`config.mk`:
```
export PLATFORM = sky130hd
export DESIGN_NAME = scoreboard_hazard_unit_flat
export DESIGN_NICKNAME = d
export VERILOG_FILES = /design/src/rtl/scoreboard_hazard_unit_pkg.sv /design/src/rtl/scoreboard_hazard_unit_if.sv /design/src/rtl/scoreboard_hazard_unit_entry.sv /design/src/rtl/scoreboard_hazard_unit.sv /design/src/flat_wrapper.sv
export SDC_FILE = /design/constraint.sdc
export NUM_CORES = 1
export LEC_CHECK = 0
export ABC_AREA = 0
export CORE_UTILIZATION = 35
export DETAILED_ROUTE_END_ITERATION = 12
export HOLD_SLACK_MARGIN = 0.06
export REMOVE_ABC_BUFFERS = 1
export SLEW_MARGIN = 20
export SYNTH_ARGS = -nofsm -noshare
export SYNTH_HDL_FRONTEND = slang
export SYNTH_HIERARCHICAL = 1
export SYNTH_SLANG_ARGS = --single-unit
```
`constraint.sdc`:
```
create_clock -name clk -period 17.3 [get_ports clk]
set_clock_uncertainty 0.1 [all_clocks]
set_input_delay 4.325 -clock clk [delete_from_list [all_inputs] [get_ports clk]]
set_output_delay 4.325 -clock clk [all_outputs]
set_load 0.03 [all_outputs]
```
`src/rtl/scoreboard_hazard_unit_pkg.sv`:
```
// Shared defaults and producer latency constants for the scoreboard hazard unit.
package scoreboard_hazard_unit_pkg;

    localparam int unsigned NUM_REGS_DEF   = 32;
    localparam int unsigned REG_ADDR_W_DEF = 5;
    localparam int unsigned MAX_LAT_DEF    = 4;
    localparam int unsigned LAT_W_DEF      = 3;

    // Typical producer latencies, issue to forwardable result
    localparam int unsigned LAT_ALU = 1;
    localparam int unsigned LAT_LD  = 2;
    localparam int unsigned LAT_MUL = 4;

endpackage

```
`src/rtl/scoreboard_hazard_unit_if.sv`:
```
// ID-stage / write-back request bundle and the hazard unit's responses.
interface scoreboard_hazard_unit_if
    import scoreboard_hazard_unit_pkg::*;
#(
    parameter int unsigned NUM_REGS   = NUM_REGS_DEF,
    parameter int unsigned REG_ADDR_W = REG_ADDR_W_DEF,
    parameter int unsigned LAT_W      = LAT_W_DEF
);

    logic                  forward_en;
    logic                  id_valid;
    logic [REG_ADDR_W-1:0] id_src1;
    logic [REG_ADDR_W-1:0] id_src2;
    logic                  id_src1_used;
    logic                  id_src2_used;
    logic                  id_wb_en;
    logic [REG_ADDR_W-1:0] id_dest;
    logic [LAT_W-1:0]      id_lat;
    logic                  flush;
    logic                  wb_valid;
    logic [REG_ADDR_W-1:0] wb_dest;
    logic                  hazard_detected;
    logic                  issue;
    logic [NUM_REGS-1:0]   busy_vec;
    logic                  lat_err;

    // Pipeline side
    modport master (
        output forward_en, id_valid, id_src1, id_src2, id_src1_used, id_src2_used,
        output id_wb_en, id_dest, id_lat, flush, wb_valid, wb_dest,
        input  hazard_detected, issue, busy_vec, lat_err
    );

    // Hazard unit side
    modport slave (
        input  forward_en, id_valid, id_src1, id_src2, id_src1_used, id_src2_used,
        input  id_wb_en, id_dest, id_lat, flush, wb_valid, wb_dest,
        output hazard_detected, issue, busy_vec, lat_err
    );

endinterface

```
`src/rtl/scoreboard_hazard_unit_entry.sv`:
```
// Per-register scoreboard entry: pending flag plus cycles-until-forwardable counter.
module scoreboard_entry #(
    parameter int unsigned LAT_W = 3
) (
    input  logic             clk,
    input  logic             rst,
    input  logic             load,
    input  logic             clear,
    input  logic [LAT_W-1:0] load_cnt,
    output logic             pending,
    output logic [LAT_W-1:0] cnt
);

    // cnt is already relative to the cycle after the load, so a load of 0
    // means the value is on a forward path as soon as the producer issues.
    always_ff @(posedge clk or negedge rst) begin
        if (!rst) begin
            pending <= 1'b0;
            cnt     <= '0;
        end else begin
            if (load) begin
                pending <= 1'b1;
            end else if (clear) begin
                pending <= 1'b0;
            end

            if (load) begin
                cnt <= load_cnt;
            end else if (cnt != '0) begin
                cnt <= cnt - LAT_W'(1);
            end
        end
    end

endmodule

```
`src/rtl/scoreboard_hazard_unit.sv`:
```
// Variable-latency scoreboard between ID and ID2EXE: RAW, WAW and write-back port stalls.
module scoreboard_hazard_unit
    import scoreboard_hazard_unit_pkg::*;
#(
    parameter int unsigned NUM_REGS   = NUM_REGS_DEF,
    parameter int unsigned REG_ADDR_W = REG_ADDR_W_DEF,
    parameter int unsigned MAX_LAT    = LAT_MUL,
    parameter int unsigned LAT_W      = LAT_W_DEF,
    parameter bit          ZERO_REG   = 1'b1
) (
    input  logic                   clk,
    input  logic                   rst,
    scoreboard_hazard_unit_if.slave bus
);

    logic [NUM_REGS-1:0] pending;
    logic [LAT_W-1:0]    cnt [NUM_REGS];
    logic [MAX_LAT:1]    slot;
    logic [MAX_LAT:1]    slot_nxt;
    logic [LAT_W-1:0]    eff_lat;
    logic [LAT_W-1:0]    load_cnt;
    logic                lat_bad;
    logic                src1_chk;
    logic                src2_chk;
    logic                dest_wr;
    logic                raw1;
    logic                raw2;
    logic                waw;
    logic                structural;
    logic                hazard_c;
    logic                issue_c;
    logic                load;
    logic                lat_err;

    // Clamp the requested latency into 1..MAX_LAT and flag out-of-range requests
    always_comb begin
        lat_bad = 1'b0;
        eff_lat = bus.id_lat;
        if (bus.id_lat == '0) begin
            eff_lat = LAT_W'(1);
            lat_bad = 1'b1;
        end else if (32'(bus.id_lat) > MAX_LAT) begin
            eff_lat = LAT_W'(MAX_LAT);
            lat_bad = 1'b1;
        end
    end

    assign load_cnt = eff_lat - LAT_W'(1);

    assign src1_chk = bus.id_src1_used && !(ZERO_REG && (bus.id_src1 == '0));
    assign src2_chk = bus.id_src2_used && !(ZERO_REG && (bus.id_src2 == '0));
    assign dest_wr  = bus.id_wb_en && !(ZERO_REG && (bus.id_dest == '0));

    assign raw1 = src1_chk && pending[bus.id_src1]
               && (!bus.forward_en || (cnt[bus.id_src1] != '0));
    assign raw2 = src2_chk && pending[bus.id_src2]
               && (!bus.forward_en || (cnt[bus.id_src2] != '0));

    // An older write still completing after this one would be overtaken
    assign waw        = dest_wr && pending[bus.id_dest] && (cnt[bus.id_dest] > eff_lat);
    // slot[k] set means some write-back already lands k cycles from now
    assign structural = dest_wr && slot[eff_lat];

    assign hazard_c = bus.id_valid && !bus.flush && (raw1 || raw2 || waw || structural);
    assign issue_c  = bus.id_valid && !bus.flush && !hazard_c;
    assign load     = issue_c && dest_wr;

    // Shift reservations toward write-back; a new reservation merges in one step ahead
    always_comb begin
        slot_nxt = '0;
        for (int unsigned k = 1; k < MAX_LAT; k++) begin
            slot_nxt[k] = slot[k+1] || (load && (eff_lat == LAT_W'(k + 1)));
        end
    end

    always_ff @(posedge clk or negedge rst) begin
        if (!rst) begin
            slot    <= '0;
            lat_err <= 1'b0;
        end else begin
            slot    <= slot_nxt;
            lat_err <= lat_err || (issue_c && lat_bad);
        end
    end

    for (genvar r = 0; r < NUM_REGS; r++) begin : g_entry
        scoreboard_entry #(
            .LAT_W (LAT_W)
        ) u_entry (
            .clk      (clk),
            .rst      (rst),
            .load     (load && (bus.id_dest == REG_ADDR_W'(r))),
            .clear    (bus.wb_valid && (bus.wb_dest == REG_ADDR_W'(r))),
            .load_cnt (load_cnt),
            .pending  (pending[r]),
            .cnt      (cnt[r])
        );
    end

    assign bus.hazard_detected = hazard_c;
    assign bus.issue           = issue_c;
    assign bus.busy_vec        = pending;
    assign bus.lat_err         = lat_err;

endmodule

```
`src/flat_wrapper.sv`:
```
// flat-port wrapper written by rule: the top's interface ports become plain ports
module scoreboard_hazard_unit_flat import scoreboard_hazard_unit_pkg::*;
#(
    parameter int unsigned NUM_REGS   = NUM_REGS_DEF,
    parameter int unsigned REG_ADDR_W = REG_ADDR_W_DEF,
    parameter int unsigned MAX_LAT    = LAT_MUL,
    parameter int unsigned LAT_W      = LAT_W_DEF,
    parameter bit          ZERO_REG   = 1'b1
)
  (clk, rst, bus_forward_en, bus_id_valid, bus_id_src1, bus_id_src2, bus_id_src1_used, bus_id_src2_used, bus_id_wb_en, bus_id_dest, bus_id_lat, bus_flush, bus_wb_valid, bus_wb_dest, bus_hazard_detected, bus_issue, bus_busy_vec, bus_lat_err);
  scoreboard_hazard_unit_if #(.NUM_REGS(NUM_REGS), .REG_ADDR_W(REG_ADDR_W), .LAT_W(LAT_W)) bus_i ();
  input  logic clk;
  input  logic rst;
  input wire logic [$bits(bus_i.forward_en)-1:0] bus_forward_en;
  input wire logic [$bits(bus_i.id_valid)-1:0] bus_id_valid;
  input wire logic [$bits(bus_i.id_src1)-1:0] bus_id_src1;
  input wire logic [$bits(bus_i.id_src2)-1:0] bus_id_src2;
  input wire logic [$bits(bus_i.id_src1_used)-1:0] bus_id_src1_used;
  input wire logic [$bits(bus_i.id_src2_used)-1:0] bus_id_src2_used;
  input wire logic [$bits(bus_i.id_wb_en)-1:0] bus_id_wb_en;
  input wire logic [$bits(bus_i.id_dest)-1:0] bus_id_dest;
  input wire logic [$bits(bus_i.id_lat)-1:0] bus_id_lat;
  input wire logic [$bits(bus_i.flush)-1:0] bus_flush;
  input wire logic [$bits(bus_i.wb_valid)-1:0] bus_wb_valid;
  input wire logic [$bits(bus_i.wb_dest)-1:0] bus_wb_dest;
  output wire logic [$bits(bus_i.hazard_detected)-1:0] bus_hazard_detected;
  output wire logic [$bits(bus_i.issue)-1:0] bus_issue;
  output wire logic [$bits(bus_i.busy_vec)-1:0] bus_busy_vec;
  output wire logic [$bits(bus_i.lat_err)-1:0] bus_lat_err;
  assign bus_i.forward_en = bus_forward_en;
  assign bus_i.id_valid = bus_id_valid;
  assign bus_i.id_src1 = bus_id_src1;
  assign bus_i.id_src2 = bus_id_src2;
  assign bus_i.id_src1_used = bus_id_src1_used;
  assign bus_i.id_src2_used = bus_id_src2_used;
  assign bus_i.id_wb_en = bus_id_wb_en;
  assign bus_i.id_dest = bus_id_dest;
  assign bus_i.id_lat = bus_id_lat;
  assign bus_i.flush = bus_flush;
  assign bus_i.wb_valid = bus_wb_valid;
  assign bus_i.wb_dest = bus_wb_dest;
  assign bus_hazard_detected = bus_i.hazard_detected;
  assign bus_issue = bus_i.issue;
  assign bus_busy_vec = bus_i.busy_vec;
  assign bus_lat_err = bus_i.lat_err;
  scoreboard_hazard_unit #(.NUM_REGS(NUM_REGS), .REG_ADDR_W(REG_ADDR_W), .MAX_LAT(MAX_LAT), .LAT_W(LAT_W), .ZERO_REG(ZERO_REG)) u_core (.clk(clk), .rst(rst), .bus(bus_i));
endmodule
```
==> flow_summary_export.csv <==
group,metric,value,unit
clocking,cts_hold_repair.buffers,0,
run_status,outcome,"finished, final reports clean",
floorplanning,floorplan.die.width,178,um
layout,layout-area-overhead-vs-synth,15.2,%
placement,pre_cts_slack,4.37,ns
job,cap_violations,0,
logic_synthesis,synth.cell_area,10900,um^2
logic_synthesis,synthTopCellsByArea,"sky130_fd_sc_hd__dfrtp_1, sky130_fd_sc_hd__mux4_2, sky130_fd_sc_hd__ha_1, sky130_fd_sc_hd__inv_1, sky130_fd_sc_hd__nor2b_1",
final_timing,layout_worst_path_cycle_share,0.749,
worst_hold_path,timing.hold.worst.class,"reg -> reg",
final_timing,timing.fmax,77.2,MHz
final_timing,grt_setup_unrepaired,"false",
global_route,grt_pass1_wl,54800,um
worst_setup_path,slowest_stage,"sky130_fd_sc_hd__clkdlybuf4s50_1",
final_timing,timing_worst_slew_pin_value,1.09,ns
placement,final_wtd_congestion,0.940,
pwr,power-per-cell-area,151,nW/um^2
worst_setup_path,worstSetupEndpointType,"output port",
clocking,cts_tree,"done",
logic_synthesis,synthDistinctLibCells,61,
route,post_drt_via_cell_ratio,5.95,
clocking,postCtsSetupRepairBufs,0,
route,dr.pass1.iters,6,
route,via_count,9758,
route,antenna_left,0,
final_timing,final-max-slew-violation-count,0,
logic_synthesis,asyncSetResetFlopFracSynth,1.00,
layout,layout.nets,1333,
logic_synthesis,postSynthCellCount,1165,
worst_setup_path,cp_slowest_stage_delay,0.68,ns
final_timing,final_critical_path_setup_slack,4.35,ns
placement,post-dp-hpwl,25600,um
global_route,global_route.peak_usage_layer,"met2",
final_timing,relative_slew_slack,0.269,
clocking,clk_transition_reported_paths,0.06,ns
floorplanning,ios,67,
layout,final_area,12500,um^2
global_route,global_route.overflow_total,0,
layout,most-common-layout-cells,"sky130_fd_sc_hd__inv_1, sky130_fd_sc_hd__dfrtp_1, sky130_fd_sc_hd__nor2b_1",
global_route,grt_antenna_before_repair,0,
clocking,clock_tree.htree_level_count,4,
route,sum_of_routed_wire_length_over_all_layers,35200,um
worst_setup_path,worstPathMaxFanout,43,
logic_synthesis,synth_flop_count,132,
layout,drive_above_1_share,0.0925,
layout,fin_cells,1639,
worst_setup_path,critical_path_cell_count,14,
logic_synthesis,synthesis.area_per_instance,9.35,um^2
logic_synthesis,yosysTopAreaCell,"sky130_fd_sc_hd__dfrtp_1",
global_route,maximum_number_of_pins_on_one_net_before_global_route_repair,68,
global_route,number_of_global_route_vias_before_repair,9531,
final_timing,final-hold-violation-count,0,
layout,diodes,0,
floorplanning,fp.dieH,178,um
final_timing,post_layout_minimum_cycle_time,12.95,ns
logic_synthesis,seq_area_frac_synth,0.303,
worst_setup_path,critPathKind,"in -> out",
floorplanning,die_area,31800,um^2
logic_synthesis,post_synth_top_flop,"sky130_fd_sc_hd__dfrtp_1",
clocking,ctsRootBufferMaster,"sky130_fd_sc_hd__clkbuf_16",
floorplanning,row_count,64,
clocking,ctsResizeCount,0,
worst_setup_path,worst-path-buf-inv,4,
route,drt_iter0_drc,980,
placement,dpl_cell_area,12000,um^2
final_timing,setup_total_negative_slack,0,ns
worst_setup_path,path_delay_family,"buffers and inverters",
clocking,clockBufferDepth,2,
logic_synthesis,edf_count,0,
final_timing,setup_violations,0,
job,openroad.warnings,59,
layout,final_common_cell,"sky130_fd_sc_hd__inv_1",
logic_synthesis,netlist.area_leader.share,0.303,
pwr,total_power,1.90,mW
placement,io_buffer_count,66,
logic_synthesis,cell_total_in_the_yosys_stat_output,1165,
pwr,vdd_drop_max,0.0000663,V
placement,place_inst,1608,
worst_setup_path,cp_data_required_time,12.88,ns
pwr,power_leakage,5.14,nW
worst_setup_path,worstRegToRegCells,13,
worst_setup_path,critical_path.startpoint_type,"primary input",
clocking,cts_buffers,17,
logic_synthesis,yosys_warnings,6,
route,route.detailed.drc,0,
clocking,clock_sink_count,132,
worst_hold_path,hold_depth,2,
final_timing,fin_hold_ws,0.363,ns
logic_synthesis,synth.yosys.chip_area,10900,um^2
clocking,insertion_delay,0.43,ns
worst_setup_path,cp_cell_sequence,"buf_2 -> buf_4 -> mux4_2 -> mux4_2 -> mux2_2 -> ha_1 -> nand2_1 -> a22oi_1 -> o31ai_1 -> nor3b_2 -> o211ai_4 -> buf_4 -> nor2_1 -> clkdlybuf4s50_1",
worst_setup_path,worst_ep_arrival_time,8.53,ns
==> cells in the mapped netlist (all sizes together) (5+ instances only) <==
cell	number
a31oi	35
nand2	36
o21ai	41
nand3	10
or3	9
ha	70
nor2	52
a221oi	35
clkbuf	18
nor4b	67
nand2b	73
inv	178
nor2b	103
o211ai	5
a311oi	33
nor3	52
or3b	32
a21oi	10
mux4	52
a211oi	9
buf	19
nor4	23
dfrtp	132
nand3b	5
mux2i	20
==> sequential cells by signal, indices dropped and copies added, names as in the netlist <==
register,flops
u_core/g_entry.u_entry/cnt,96
u_core/g_entry.u_entry/pending,32
u_core/bus.lat_err,1
u_core/slot,3
==> cells by family after synthesis <==
| family | after synthesis | share of synthesized area |
|---|---|---|
| other | 1 | 0.000344 |
| XOR/XNOR | 1 | 0.000804 |
| adder cells (fa/ha/maj) | 70 | 0.0804 |
| AND/OR/NAND/NOR | 474 | 0.271 |
| multiplexers | 76 | 0.130 |
| AND-OR/OR-AND | 196 | 0.134 |
| flip-flops | 132 | 0.303 |
| buffers and inverters | 215 | 0.0795 |
==> path summary, 6_finish.rpt <==
kind                                                    from                           endpoint  slack, ns
max                                           bus_id_dest[0]                          bus_issue       4.35
min                                           u_core/slot[3]                     u_core/slot[2]       0.36
max reg2reg                u_core/g_entry[31].u_entry/cnt[2]   u_core/g_entry[5].u_entry/cnt[1]      12.53
min reg2reg                                   u_core/slot[3]                     u_core/slot[2]       0.36
max in group asynchronous                                rst  u_core/g_entry[28].u_entry/cnt[2]      11.98
min in group asynchronous                                rst   u_core/g_entry[2].u_entry/cnt[2]       3.77
==> layout make-up <==
cell class,instances,area (um^2)
multi-input cells,824,6760
repair buffers,78,742
clock inverters,14,153
inverters,178,668
flip-flops and latches,132,3300
clock buffers,17,425
fillers,3011,18000
well taps,396,495
==> worst reg2reg max path: stages (launching register included) <==
cell                       delay [ns]
sky130_fd_sc_hd__dfrtp_1         0.49
sky130_fd_sc_hd__mux4_2          0.51
sky130_fd_sc_hd__mux4_2          0.49
sky130_fd_sc_hd__mux2_2          0.28
sky130_fd_sc_hd__ha_1            0.31
sky130_fd_sc_hd__nand2_1         0.07
sky130_fd_sc_hd__a22oi_1         0.20
sky130_fd_sc_hd__o31ai_1         0.12
sky130_fd_sc_hd__nor3b_2         0.27
sky130_fd_sc_hd__o211ai_4        0.10
sky130_fd_sc_hd__buf_4           0.27
sky130_fd_sc_hd__nor4_1          0.96
sky130_fd_sc_hd__inv_1           0.25
sky130_fd_sc_hd__a311oi_1        0.27
==> where the power goes <==
part	total [mW]	internal [mW]	switching, mW
clock	0.367	0.213	0.153
combinational	0.839	0.435	0.403
sequential	0.693	0.447	0.247
total	1.90	1.10	0.803
==> layer usage <==
metal	routed length (um)	part of all wire	up-vias
li1	-	-	4414
met1	15100	0.43	4840
met2	16500	0.47	432
met3	2560	0.073	72
met4	1020	0.029	0
met5	0	0	-
Fig. 1: track usage over the die
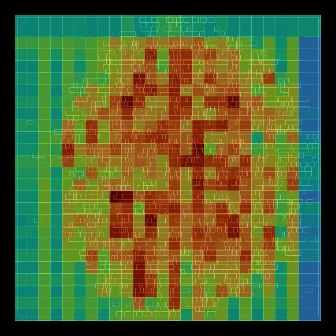
overall fraction of global-route tracks in use: 0.229
GRT met3 Usage: 0.0433
routed wirelength normalized by instance count: 21.5 um
met1 track demand over resource: 0.305
global routing usage on met2: 0.367

Fig. 2: supply network
The bar under the picture is 50 um long. Pins as bars on the die edge.
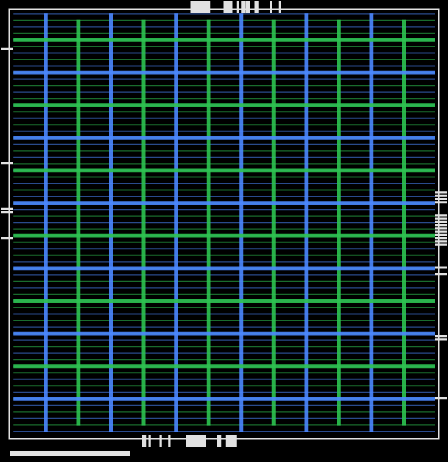
legend:
  VDD:
    colour: green
  VSS:
    colour: blue
signal pins: 67
met5 straps: 12
met4 straps: 12

Fig. 3: cell area per tile
The bar under the picture is 50 um long. 18 x 18 tiles, from black (low) to pale yellow (high), 0 to 100% covered.
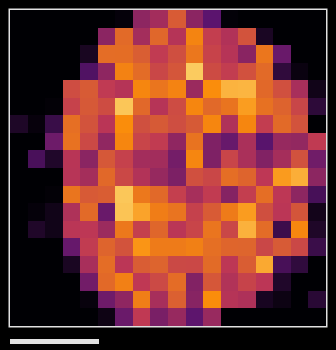
tiles over 75% full: 5.2%
mean over tiles: 38%
nearly empty tiles: 25%
core area: 30600 um^2
share of the core filled with cells: 0.410
floorplan core density: 0.356

Power is estimated from default activity; no workload was simulated.
